## src/rtl/alarm_tone_player.sv

```systemverilog
// alarm_tone_player: loops an 8-note melody on a square-wave speaker output
// while the latched alarm `play` level is high. The player stops on a dismiss
// pulse or after a ring timeout, then stays silent until `play` drops.
// Optional feature macro: ALARM_SNOOZE_EN (adds the SNOOZE state and its timer).
// `state_dbg` exposes the FSM state (IDLE=0, RING=1, GAP=2, HOLD=3, SNOOZE=4).
// There is no handshake: `play` is a level, and `stop` and `snooze` are
// single-cycle pulses.
module alarm_tone_player #(
  parameter int CLK_HZ     = 100000000,
  parameter int NOTE_MS    = 250,
  parameter int MAX_PLAY_S = 60,
  parameter int SNOOZE_S   = 300
) (
  input  logic       clk,
  input  logic       rst,
  input  logic       play,
  input  logic       stop,
  input  logic       snooze,
  output logic       speaker,
  output logic       active,
  output logic [2:0] note_idx,
  output logic       done,
  output logic [2:0] state_dbg
);

  localparam int NOTE_CYC = (CLK_HZ / 1000) * NOTE_MS;
  localparam int GAP_CYC  = NOTE_CYC / 8;
  localparam int RING_CYC = NOTE_CYC - GAP_CYC;
  localparam int SEC_CYC  = CLK_HZ;
  localparam int HP_MAX   = CLK_HZ / (2 * 523);

  localparam int SLOT_W = $clog2(RING_CYC + 1);
  localparam int TONE_W = $clog2(HP_MAX + 1);
  localparam int SEC_W  = $clog2(SEC_CYC + 1);
  localparam int TMO_W  = $clog2(MAX_PLAY_S + 1);

  typedef enum logic [2:0] {
    IDLE = 3'd0,
    RING = 3'd1,
    GAP  = 3'd2,
    HOLD = 3'd3
`ifdef ALARM_SNOOZE_EN
    ,
    SNOOZE = 3'd4
`endif
  } state_t;

  // Melody ROM: half-period in clock cycles per note; 0 marks the rest.
  function automatic logic [TONE_W-1:0] hp_of(input logic [2:0] idx);
    case (idx)
      3'd0, 3'd6: hp_of = TONE_W'(CLK_HZ / (2 * 523));
      3'd1, 3'd5: hp_of = TONE_W'(CLK_HZ / (2 * 659));
      3'd2, 3'd4: hp_of = TONE_W'(CLK_HZ / (2 * 784));
      3'd3:       hp_of = TONE_W'(CLK_HZ / (2 * 1047));
      default:    hp_of = '0;
    endcase
  endfunction

  state_t              state_q, state_d;
  logic                speaker_q, speaker_d;
  logic                active_q, active_d;
  logic [2:0]          note_q, note_d;
  logic                done_q, done_d;
  logic [TONE_W-1:0]   tone_q, tone_d;
  logic [SLOT_W-1:0]   slot_q, slot_d;
  logic [SEC_W-1:0]    cyc_q, cyc_d;
  logic [TMO_W-1:0]    sec_q, sec_d;
  logic [TONE_W-1:0]   hp_cur;
  logic                ring_timeout;

`ifdef ALARM_SNOOZE_EN
  localparam int SNZ_W = $clog2(SNOOZE_S + 1);
  logic [SEC_W-1:0]    snz_cyc_q, snz_cyc_d;
  logic [SNZ_W-1:0]    snz_sec_q, snz_sec_d;
  logic                snooze_over;
  assign snooze_over = (snz_cyc_q == SEC_W'(SEC_CYC - 1)) &&
                       (snz_sec_q == SNZ_W'(SNOOZE_S - 1));
`else
  logic unused_snooze;
  assign unused_snooze = snooze & (SNOOZE_S > 0);
`endif

  assign hp_cur       = hp_of(note_q);
  // Last cycle of the final allowed second of ringing.
  assign ring_timeout = (cyc_q == SEC_W'(SEC_CYC - 1)) &&
                        (sec_q == TMO_W'(MAX_PLAY_S - 1));

  // State and output registers with synchronous reset.
  always_ff @(posedge clk) begin
    if (rst) begin
      state_q   <= IDLE;
      speaker_q <= 1'b0;
      active_q  <= 1'b0;
      note_q    <= '0;
      done_q    <= 1'b0;
      tone_q    <= '0;
      slot_q    <= '0;
      cyc_q     <= '0;
      sec_q     <= '0;
`ifdef ALARM_SNOOZE_EN
      snz_cyc_q <= '0;
      snz_sec_q <= '0;
`endif
    end else begin
      state_q   <= state_d;
      speaker_q <= speaker_d;
      active_q  <= active_d;
      note_q    <= note_d;
      done_q    <= done_d;
      tone_q    <= tone_d;
      slot_q    <= slot_d;
      cyc_q     <= cyc_d;
      sec_q     <= sec_d;
`ifdef ALARM_SNOOZE_EN
      snz_cyc_q <= snz_cyc_d;
      snz_sec_q <= snz_sec_d;
`endif
    end
  end

  // Next-state logic; event priority is stop > play-fall > snooze > timeout > advance.
  always_comb begin
    state_d   = state_q;
    speaker_d = speaker_q;
    note_d    = note_q;
    done_d    = 1'b0;
    tone_d    = tone_q;
    slot_d    = slot_q;
    cyc_d     = cyc_q;
    sec_d     = sec_q;
`ifdef ALARM_SNOOZE_EN
    snz_cyc_d = snz_cyc_q;
    snz_sec_d = snz_sec_q;
`endif
    case (state_q)
      IDLE: begin
        speaker_d = 1'b0;
        note_d    = '0;
        if (play) begin
          state_d = RING;
          tone_d  = '0;
          slot_d  = '0;
          cyc_d   = '0;
          sec_d   = '0;
        end
      end
      RING, GAP: begin
        if (stop) begin
          state_d   = HOLD;
          speaker_d = 1'b0;
          note_d    = '0;
          done_d    = 1'b1;
        end else if (!play) begin
          state_d   = IDLE;
          speaker_d = 1'b0;
          note_d    = '0;
`ifdef ALARM_SNOOZE_EN
        end else if (snooze) begin
          state_d   = SNOOZE;
          speaker_d = 1'b0;
          note_d    = '0;
          cyc_d     = '0;
          sec_d     = '0;
          snz_cyc_d = '0;
          snz_sec_d = '0;
`endif
        end else if (ring_timeout) begin
          state_d   = HOLD;
          speaker_d = 1'b0;
          note_d    = '0;
          done_d    = 1'b1;
        end else begin
          if (cyc_q == SEC_W'(SEC_CYC - 1)) begin
            cyc_d = '0;
            sec_d = sec_q + TMO_W'(1);
          end else begin
            cyc_d = cyc_q + SEC_W'(1);
          end
          if (state_q == RING) begin
            if (slot_q == SLOT_W'(RING_CYC - 1)) begin
              state_d   = GAP;
              slot_d    = '0;
              tone_d    = '0;
              speaker_d = 1'b0;
            end else begin
              slot_d = slot_q + SLOT_W'(1);
              if (hp_cur == '0) begin
                tone_d    = '0;
                speaker_d = 1'b0;
              end else if (tone_q == hp_cur - TONE_W'(1)) begin
                tone_d    = '0;
                speaker_d = ~speaker_q;
              end else begin
                tone_d = tone_q + TONE_W'(1);
              end
            end
          end else begin
            if (slot_q == SLOT_W'(GAP_CYC - 1)) begin
              state_d = RING;
              slot_d  = '0;
              tone_d  = '0;
              note_d  = note_q + 3'd1;
            end else begin
              slot_d = slot_q + SLOT_W'(1);
            end
          end
        end
      end
      HOLD: begin
        speaker_d = 1'b0;
        note_d    = '0;
        if (!play) state_d = IDLE;
      end
`ifdef ALARM_SNOOZE_EN
      SNOOZE: begin
        speaker_d = 1'b0;
        note_d    = '0;
        if (stop) begin
          state_d = HOLD;
          done_d  = 1'b1;
        end else if (!play) begin
          state_d = IDLE;
        end else if (snooze_over) begin
          state_d = RING;
          tone_d  = '0;
          slot_d  = '0;
          cyc_d   = '0;
          sec_d   = '0;
        end else if (snz_cyc_q == SEC_W'(SEC_CYC - 1)) begin
          snz_cyc_d = '0;
          snz_sec_d = snz_sec_q + SNZ_W'(1);
        end else begin
          snz_cyc_d = snz_cyc_q + SEC_W'(1);
        end
      end
`endif
      default: begin
        state_d   = IDLE;
        speaker_d = 1'b0;
        note_d    = '0;
      end
    endcase
    active_d = (state_d == RING) || (state_d == GAP);
  end

  assign speaker   = speaker_q;
  assign active    = active_q;
  assign note_idx  = note_q;
  assign done      = done_q;
  assign state_dbg = state_q;

endmodule

```

## config.mk

```make
export PLATFORM = sky130hd
export DESIGN_NAME = alarm_tone_player
export DESIGN_NICKNAME = d
export VERILOG_FILES = /design/src/rtl/alarm_tone_player.sv
export SDC_FILE = /design/constraint.sdc
export NUM_CORES = 1
export LEC_CHECK = 0
export CAP_MARGIN = 20
export CORE_MARGIN = 4
export CORE_UTILIZATION = 65
export DETAILED_ROUTE_END_ITERATION = 12
export PLACE_DENSITY = 0.83
export SLEW_MARGIN = 20
export SYNTH_ARGS = -nofsm -noshare
export SYNTH_HDL_FRONTEND = slang
export SYNTH_SLANG_ARGS = --single-unit
```

## constraint.sdc

```tcl
create_clock -name clk -period 9 [get_ports clk]
set_input_delay 1.8 -clock clk [delete_from_list [all_inputs] [get_ports clk]]
set_output_delay 1.8 -clock clk [all_outputs]
set_load 0.01 [all_outputs]
```

==> out/results.tsv, run 1 <==
metric	value	unit
use_met1	31.2	%
postRouteAntennaNets	0	
synth-seq-cells	84	
yosys.area.top_type_share	34.7	%
yosysMostFrequentCell	dfxtp_1	
start_kind	input port	
hold_depth	2	
sw_frac_of_total	21.7	%
pre_cts_ws	4290	ps
cts_tree	yes	
crit_family	simple AND/OR/NAND/NOR gates	
mi_logic_area	2990	µm²
drv_slew	0	
cts_setup_buffers	0	
hold_viol_final	0	
grt_pass1_vias	4020	
cts_buffers	9	
ys_sh_simple	33.8	%
status	completed	
largest_reg_flops	27	
nNetsFinal	616	
syn2layout_area_growth	6.99	%
yosys.area_share.aoi	13.2	%
p_clk	0.303	mW
yosys_cells	606	
ys_seq_share	34.7	%
gp_congestion	0.866	
path_cells	clkdlybuf4s50_1 -> nor2b_1 -> o21ai_0 -> a21oi_1 -> and3_1 -> nand2_1 -> or3_1 -> a21oi_1	
criticalPathCategory	in -> reg	
num_rows	31	
warnings	31	
common_cells	dfxtp_1, nor2_1, nand2_1	
cp_slowest_stage_delay	750	ps
yosys_area	4850	µm²
final_common_cell	dfxtp_1	
pwr-share-comb	3.7	%
layout_top_cells	dfxtp_1, nor2_1, nand2_1, nand3_1	
cts_root_buf	clkbuf_8	
holdCritPathClass	reg -> reg	
clock_skew	9.68	ps
reg2reg_to	speaker	
period_needed	4370	ps
critPathRequiredTime	9290	ps
top_usage_layer	met2	
worstPathArrival	4660	ps
grt.overflow.total	0	
ios	14	
p_switching	0.153	mW
whs_endpoint	sec_q[1]	
crit_cells	8	
logic_gates	482	
power.clock.fraction	43.0	%
crit_start	play	
rsz0062_at_grt	no	
cts_hold_buf	0	
worstPathMaxFanout	12	
leakagePower	1.76	nW
design_area	5190	µm²
core	7250	µm²
ir_worst_vdd	0.101	mV
reg_top3	cyc_q: 27 flops, slot_q: 25 flops, tone_q: 17 flops	
yosysWarnings	0	
setup-tns-final	0	ps
drtIter0Drc	243	
synth.net_count	622	
vias	4320	
regMostFlops	cyc_q	
cts.clk_slew.worst_paths	80	ps
buffer_area_share	2.60	%
topCellsByArea	dfxtp_1, nor2_1, xor2_1, xnor2_1, nand2_1	
dr.pass1.iters	5	
comb-power	0.0263	mW
die_area	8910	µm²
ys.flop_type	dfxtp_1	
filler_cell_count	610	
finalSetupViolCount	0	
sh_seq_area	32.4	%
fmax	0.229	GHz
top_layer	met4	
hpwl	7.51	mm
inv_count	9	
gr-usage-all-layers	24.8	%
finalPower	0.706	mW
cp_slowest_cell	a21oi_1	
synth_top_cell_by_area	dfxtp_1	
n_clock_buffer	12	
syn_avg_cell_area	8.00	µm²
drc	0	
cts_sinks	84	
comb_area_share	57.6	%
netlist_instances	606	
synthArstFlopShare	0	%
ff_count	84	
clk_latency	350	ps
met1_length	4.67	mm
grt_max_degree	28	
drive_gt1_share	5.13	%
hold_slack	492	ps
cts_resized	0	
r2r_start	note_idx[2]	
tap-cell-count	99	
ys_sh_xor	9.75	%
mux_area_share	1.73	%
diodes	0	
met3_usage	4.06	%
synth_cell_types	63	
slew_headroom	37.0	%
crit_buf_inv	1	
buffers	14	
antenna_found_initial	0	
layout_setup_ws	4630	ps
p_int	0.553	mW
clk_share	4.32	%
edf_count	0	
grt_pass1_wl	18.0	mm
syn_area	4850	µm²
cts_max_level	3	
power.density	136	nW/µm²
maxCapViolations	0	
power-top-group	sequential cells	
synthTopLogicFamily	simple AND/OR/NAND/NOR gates	
crit_top_cell	a21oi_1	
finalCritPeriodShare	48.5	%
largestClassByArea	logic gates	
sequentialPower	0.376	mW
wl_per_cell	15.1	µm
dpl_cell_area	4960	µm²
reg2reg_slack	4720	ps
initCoreUtil	66.9	%
tightestPinTransition	945	ps
placed_cells	688	
synth_adder_area_share	2.84	%
worstHoldStart	sec_q[1]	
Figure 1. I/O pins on the die edge (run 1).
(4 px per µm) Pins as bars across the die edge, other pins in grey.
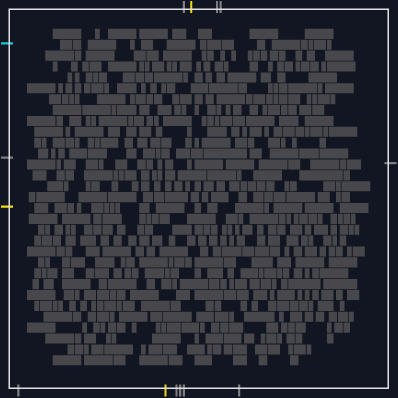
colour	port	pins	direction	edge
cyan	clk	1	input	left
yellow	state_dbg	3	output	1 left, 1 top, 1 bottom
Die W: 94.4 µm
IO buf count: 12
Die Ht: 94.4 µm

Figure 2. Close-up of the layout (run 1).
Window x 27 to 67, y 27 to 67 µm. Cells in grey, sequential cells in the stronger grey; small squares are vias.
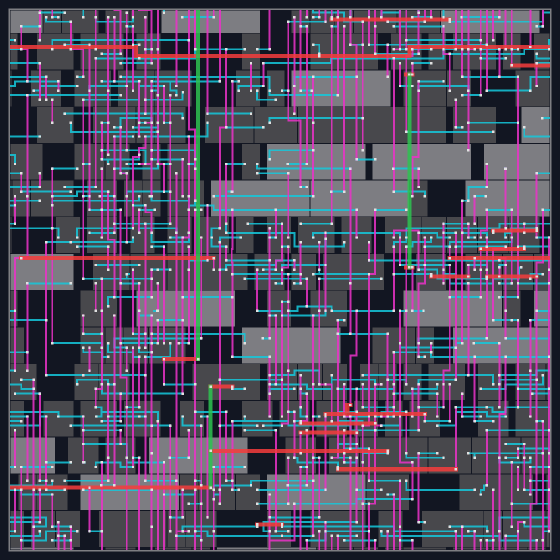
colour	layer
green	metal 4
cyan	metal 1
magenta	metal 2
red	metal 3
most frequent	dfxtp_1 (17), nor2_1 (12), nand2_1 (12)
netlist names of flops here include	cyc_q (7), tone_q (6), state_dbg (2)
sequential cells in the window	17
cells with their middle in the window	150

Figure 3. Met2 routing (run 1).
(4 px per µm)
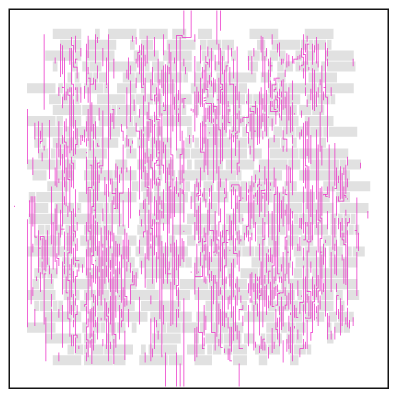
main direction	vertical
share of all routed wire	51%
wire length on this layer	5,370 µm
nets with wire on the layer	520
DRT Wirelength: 10.6 mm
grt met2 use: 43.6%

Figure 4. Signal wires by layer (run 1).
(4 px per µm) Two of the layers only.
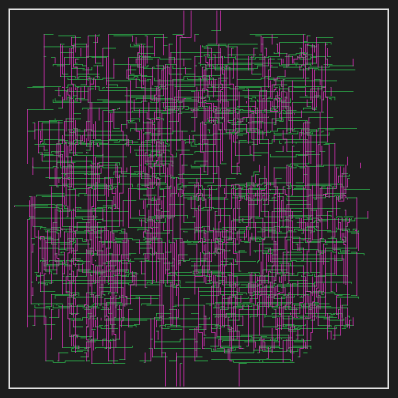

==> run 2: changes to the inputs <==
--- a/config.mk
+++ b/config.mk
@@ -7,9 +7,9 @@
 export LEC_CHECK = 0
 export CAP_MARGIN = 20
 export CORE_MARGIN = 4
-export CORE_UTILIZATION = 65
+export CORE_UTILIZATION = 62
 export DETAILED_ROUTE_END_ITERATION = 12
-export PLACE_DENSITY = 0.83
+export PLACE_DENSITY = 0.8
 export SLEW_MARGIN = 20
 export SYNTH_ARGS = -nofsm -noshare
 export SYNTH_HDL_FRONTEND = slang
==> constraint.sdc (replaced) <==
create_clock -name clk -period 4.4 [get_ports clk]
set_input_delay 0.88 -clock clk [delete_from_list [all_inputs] [get_ports clk]]
set_output_delay 0.88 -clock clk [all_outputs]
set_load 0.01 [all_outputs]
Figure 5. Signal wires by layer (run 2).
(4 px per µm) Two of the layers only.
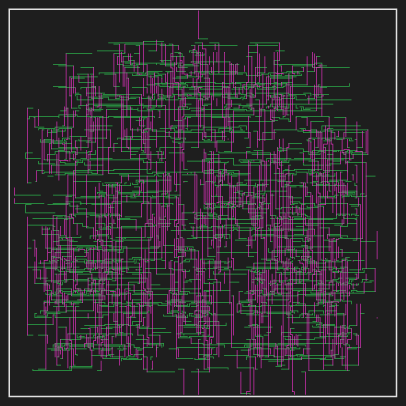
colour	layer	wire length
green	metal 1	4,750 µm
magenta	metal 2	5,060 µm
Avg WL per Cell: 14.7 µm
routed vias: 4,356
DRT Wirelength: 10.4 mm

Figure 6. Cell placement (run 2).
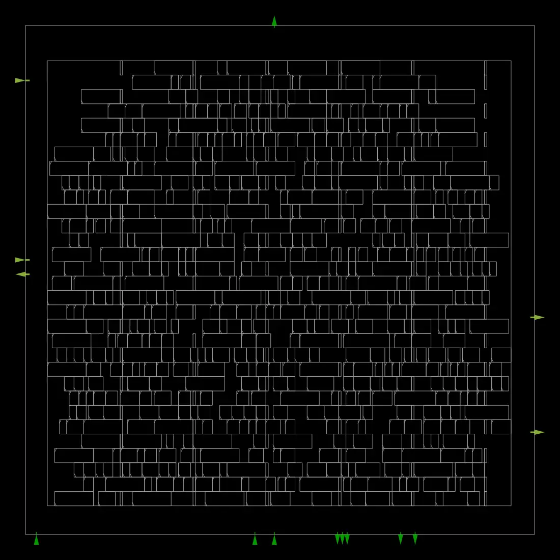
fillers: 587
TAP cells: 99

Figure 7. I/O pins on the die edge (run 2).
(4 px per µm) Pins as bars across the die edge, other pins in grey.
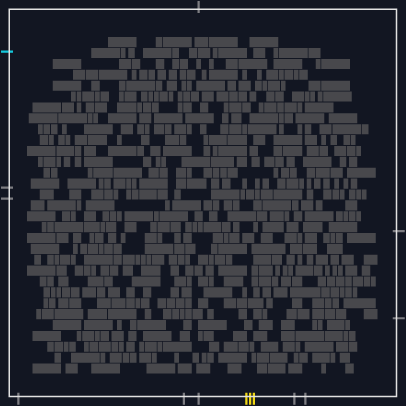
colour	port	pins	direction	edge
yellow	state_dbg	3	output	bottom
cyan	clk	1	input	left
all pins by edge	8 bottom, 3 left, 2 right, 1 top
Die Ht: 96.4 µm
Die W: 96.4 µm

==> run 2 against run 1 <==
Compared with the run above:
- area after synthesis unchanged
- register-to-register slack lost 4100 ps
- non-clock buffer count is 5 higher
- synthesized cell count is the same
==> out/results.tsv, run 2 <==
metric	value	unit	change
status	completed		
finalSetupViolCount	0		unchanged
clock_skew	10.1	ps	+0.435 ps
syn_area	4850	µm²	unchanged
hpwl	7.47	mm	-0.55%
power-top-group	sequential cells		
cts_sinks	84		unchanged
synthTopLogicFamily	simple AND/OR/NAND/NOR gates		
grt_pass1_wl	18.2	mm	+1.3%
largestClassByArea	logic gates		
portBuffers	12		unchanged
r2r_start	note_idx[0]		
sh_seq_area	32.5	%	+0.047 points
sw_frac_of_total	24.4	%	+2.7 points
syn2layout_area_growth	6.84	%	
leakagePower	1.76	nW	about the same
clk_share	3.45	%	-0.86 points
ys_sh_simple	33.8	%	unchanged
top_usage_layer	met2		
warnings	31		unchanged
placed_cells	693		+0.73%
grt_max_degree	26		-7.1%
buffer_area_share	3.33	%	+0.73 points
hold_depth	2		unchanged
clk_latency	360	ps	about the same
initCoreUtil	65.5	%	-1.4 points
mi_logic_area	2990	µm²	unchanged
topCellsByArea	dfxtp_1, nor2_1, xor2_1, xnor2_1, nand2_1		
inv_count	9		unchanged
worstPathMaxFanout	23		+11
ir_worst_vdd	0.232	mV	+130%
met3_usage	5.42	%	+1.4 points
yosysMostFrequentCell	dfxtp_1		
critPathRequiredTime	4680	ps	-4610 ps
common_cells	dfxtp_1, nor2_1, nand2_1		
synth-seq-cells	84		unchanged
start_kind	flop		
grt_pass1_vias	3984		-0.90%
antenna_found_initial	0		unchanged
whs_endpoint	sec_q[1]		
cts_max_level	3		unchanged
drc	0		unchanged
fmax	0.266	GHz	
period_needed	3750	ps	
yosys_cells	606		unchanged
ys_sh_xor	9.75	%	unchanged
core	7410	µm²	+2.1%
drtIter0Drc	280		+15%
path_cells	ha_1 -> ha_1 -> a21oi_1 -> ha_1 -> nor2b_1 -> a22o_1 -> a2111oi_0 -> a211oi_1 -> o2111a_2 -> nand4b_4 -> buf_4 -> nand2_1 -> o21ai_0		
layout_top_cells	dfxtp_1, nor2_1, nand2_1, nand3_1		
reg_top3	cyc_q: 27 flops, slot_q: 25 flops, tone_q: 17 flops		
mux_area_share	1.73	%	unchanged
yosys.area_share.aoi	13.2	%	unchanged
cts_setup_buffers	0		unchanged
crit_cells	13		+5
logic_gates	482		unchanged
comb-power	0.0539	mW	+100%
met1_length	4.75	mm	+1.6%
drive_gt1_share	5.90	%	+0.77 points
buffers	19		+5
drv_slew	0		unchanged
num_rows	31		unchanged
syn_avg_cell_area	8.00	µm²	unchanged
Power figures rest on the tool's default switching activity, not on a simulated workload.
